<file path="config.mk">
export PLATFORM = sky130hd
export DESIGN_NAME = pila_lifo
export DESIGN_NICKNAME = d
export VERILOG_FILES = /design/src/rtl/pila_lifo.sv
export SDC_FILE = /design/constraint.sdc
export NUM_CORES = 1
export LEC_CHECK = 0
export CORE_MARGIN = 1
export CORE_UTILIZATION = 50
export DETAILED_ROUTE_END_ITERATION = 10
export PLACE_DENSITY = 0.78
export SYNTH_ARGS = -nofsm -noshare
export SYNTH_HDL_FRONTEND = slang
export SYNTH_SLANG_ARGS = --single-unit
</file>
<file path="constraint.sdc">
create_clock -name clk -period 8.2 [get_ports clk]
set_input_delay 1.64 -clock clk [delete_from_list [all_inputs] [get_ports clk]]
set_output_delay 1.64 -clock clk [all_outputs]
set_load 0.1 [all_outputs]
</file>
<file path="src/rtl/pila_lifo.sv">
// pila_lifo: LIFO stack with a combinational top-of-stack view, occupancy level,
// full/empty decode and sticky overflow/underflow error flags.
module pila_lifo #(
    parameter int WIDTH   = 10,
    parameter int DEPTH   = 16,
    parameter int LEVEL_W = $clog2(DEPTH + 1)
) (
    input  logic               clk,
    input  logic               reset,
    input  logic               activar,
    input  logic               push,
    input  logic [WIDTH-1:0]   din,
    output logic [WIDTH-1:0]   dout,
    output logic               empty,
    output logic               full,
    output logic [LEVEL_W-1:0] nivel,
    output logic               overflow,
    output logic               underflow
);

    localparam int ADDR_W = (DEPTH > 1) ? $clog2(DEPTH) : 1;
    localparam logic [LEVEL_W-1:0] LEVEL_ZERO = {LEVEL_W{1'b0}};
    localparam logic [LEVEL_W-1:0] LEVEL_ONE  = {{(LEVEL_W-1){1'b0}}, 1'b1};
    localparam logic [LEVEL_W-1:0] LEVEL_FULL = LEVEL_W'(DEPTH);
    localparam logic [ADDR_W-1:0]  ADDR_ONE   = {{(ADDR_W-1){1'b0}}, 1'b1};

    logic [LEVEL_W-1:0] sp_r;
    logic [WIDTH-1:0]   mem_r [DEPTH];
    logic               overflow_r;
    logic               underflow_r;

    logic               empty_s;
    logic               full_s;
    logic               push_ok_s;
    logic               pop_ok_s;
    logic               push_err_s;
    logic               pop_err_s;
    logic [ADDR_W-1:0]  wr_idx_s;
    logic [ADDR_W-1:0]  rd_idx_s;
    logic [WIDTH-1:0]   dout_s;

    // Status decode from the pointer and qualification of the requested operation
    always_comb begin
        empty_s    = (sp_r == LEVEL_ZERO);
        full_s     = (sp_r == LEVEL_FULL);
        push_ok_s  = activar & push & ~full_s;
        pop_ok_s   = activar & ~push & ~empty_s;
        push_err_s = activar & push & full_s;
        pop_err_s  = activar & ~push & empty_s;
        // DEPTH is a power of two, so the low pointer bits wrap correctly when full
        wr_idx_s   = sp_r[ADDR_W-1:0];
        rd_idx_s   = sp_r[ADDR_W-1:0] - ADDR_ONE;
    end

    // Top-of-stack read, forced to zero when nothing is stacked
    always_comb begin
        dout_s = {WIDTH{1'b0}};
        if (empty_s) begin
            dout_s = {WIDTH{1'b0}};
        end else begin
            dout_s = mem_r[rd_idx_s];
        end
    end

    // Storage write; contents are meaningless below the pointer so no reset is needed
    always_ff @(posedge clk) begin
        if (push_ok_s) begin
            mem_r[wr_idx_s] <= din;
        end
    end

    // Stack pointer and sticky error flags
    always_ff @(posedge clk or negedge reset) begin
        if (!reset) begin
            sp_r        <= LEVEL_ZERO;
            overflow_r  <= 1'b0;
            underflow_r <= 1'b0;
        end else begin
            if (push_ok_s) begin
                sp_r <= sp_r + LEVEL_ONE;
            end else if (pop_ok_s) begin
                sp_r <= sp_r - LEVEL_ONE;
            end else begin
                sp_r <= sp_r;
            end
            if (push_err_s) begin
                overflow_r <= 1'b1;
            end else begin
                overflow_r <= overflow_r;
            end
            if (pop_err_s) begin
                underflow_r <= 1'b1;
            end else begin
                underflow_r <= underflow_r;
            end
        end
    end

    assign dout      = dout_s;
    assign empty     = empty_s;
    assign full      = full_s;
    assign nivel     = sp_r;
    assign overflow  = overflow_r;
    assign underflow = underflow_r;

endmodule

</file>
==> images/met3.png <==
Scale: 2 px per um. Cells faint in the background.
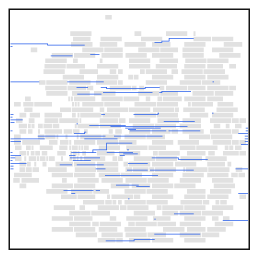
main direction	horizontal
wire length on this layer	801 um
share of all routed wire	6.0%
longest straight run	38.2 um
nets with wire on the layer	52

==> images/final_clocks.png <==
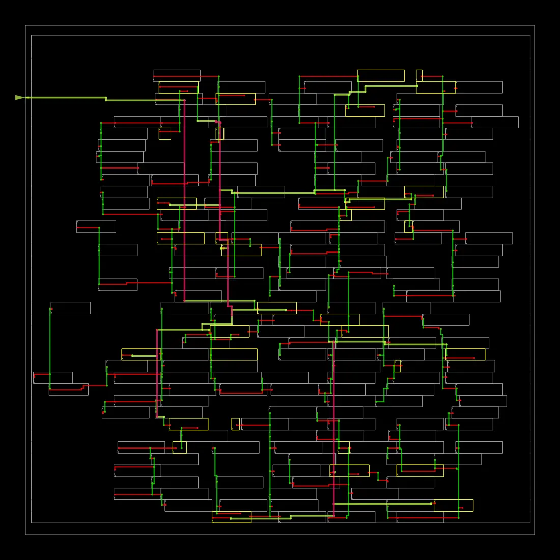
Sink Count: 167
flip-flops: 167
CLK BUF: 19

==> images/pdn.png <==
Scale: 3 px per um. Pins as bars on the die edge. Tap cells in gray.
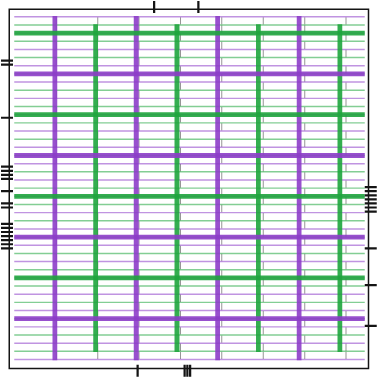
color	net
green	VDD
purple	VSS
met5 straps	8
tap cells	176
signal pins	33
met1 rails	43

==> impl_metrics.tcl <==
# flow metrics
set metrics [dict create \
    holdPathEnd "underflow$_DFFE_PN0P_" \
    syn_area_per_cell_sq_um 21.60 \
    vias_per_cell 5.868 \
    place_congestion 0.7541 \
    nFillCells 962 \
    hold_slack_ns 0.4661 \
    setup_violations 0 \
    port_buffers 32 \
    postRouteAntennaNets 0 \
    setup_ws_ns 2.213 \
    yosys.area_share.simple_pct 2.659 \
    crit_path_max_incr_delay_ns 1.19 \
    nNonClkBuffers 48 \
    rr_endpoint "nivel[4]$_DFFE_PN0P_" \
    fin_setup_tns_ns 0 \
    cp.required_ns 6.56 \
    cts_tree "yes" \
    routedWlPerCell_um 23.78 \
    initial_core_util_pct 51.47 \
    grt_max_degree 47 \
    drive_gt1_share_pct 17.97 \
    syn-num-nets 341 \
    drc_errors 0 \
    ys_types 33 \
    clk_path_buf_depth 2 \
    seq_share_pct 61.73 \
    area_delta_synth_final_pct 17.45 \
    die_h_um 119.2 \
    synthFlopType "edfxtp_1" \
    ys_warn_count 0 \
    warning_count 30 \
    post_cts_buffers 0 \
    die_area_sq_um 14210 \
    yosysTopAreaCell "edfxtp_1" \
    rsz0062_at_grt "no" \
    slew_headroom_pct 22.01 \
    bufAreaShareNonClock_pct 5.458 \
    ios 33 \
    drv_cap 0 \
    r2r_setup_slack_ns 5.16 \
    hold_path.class "reg2reg" \
    lay_top_count "edfxtp_1" \
    worstSkewPairLatency_ns 0.43 \
    finClkSkew_ns 0.006032 \
    min_period_ns 5.987 \
    fin_nets 394 \
    largest_reg_flops 160 \
    synthCells 318 \
    worstMarginPinSlew_ns 1.170 \
    status "finished clean" \
    clk_share_pct 7.893 \
    ctsResizeCount 0 \
    n_all_inverters 4 \
    clkTransAtPathRegs_ns 0.06 \
    top_register "mem_r" \
    worstPathCellList "inv_1 -> ha_1 -> buf_4 -> mux4_1 -> mux2i_1 -> o22ai_1 -> clkdlybuf4s50_1" \
    dieWidth_um 119.2 \
    compound_area_share_pct 1.876 \
    combGateArea_sq_um 1775 \
    yosys_cells 318 \
    ys_sh_xor_pct 0.7467 \
    synthAdderAreaFrac_pct 1.748 \
    edf_count 160 \
    arrival_ns 4.35 \
    num_vias 3286 \
    seqCellArea_sq_um 4981 \
]
==> images/metal_stack.png <==
Scale: 3 px per um.
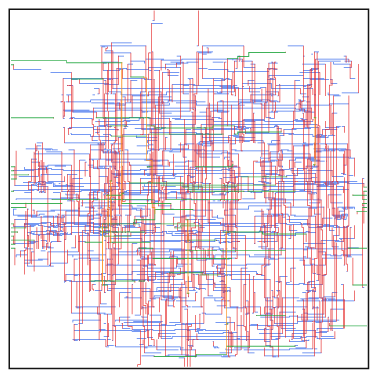
color	layer	wire length
red	met2	6710 um
orange	met4	229 um
green	met3	801 um
blue	met1	5580 um

==> images/met2.png <==
Scale: 2 px per um.
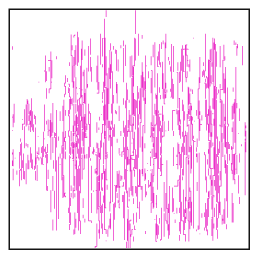
longest straight run	60.9 um
wire length on this layer	6710 um
main direction	vertical
nets with wire on the layer	349

## worst max path at each step
stage	cells after the start	from	slack, ns	endpoint
2_1_floorplan	8	nivel[0]$_DFFE_PN0P_	2.64	dout[3]
3_3_place_gp	7	nivel[1]$_DFFE_PN0P_	2.70	dout[3]
3_5_place_dp	7	nivel[1]$_DFFE_PN0P_	2.60	dout[6]
4_1_cts	7	nivel[1]$_DFFE_PN0P_	2.14	dout[6]
5_1_grt	7	nivel[1]$_DFFE_PN0P_	1.97	dout[6]
6_report	7	nivel[1]$_DFFE_PN0P_	2.21	dout[6]
## metal layers
metal / vias to the layer above / wire, um / GRT usage (%)
li1: 1444 / - / -
met3: 22 / 800 / 5.747
met4: 0 / 228 / 8.070
met5: - / 0 / 0
met2: 118 / 6707 / 33.47
met1: 1702 / 5579 / 26.84
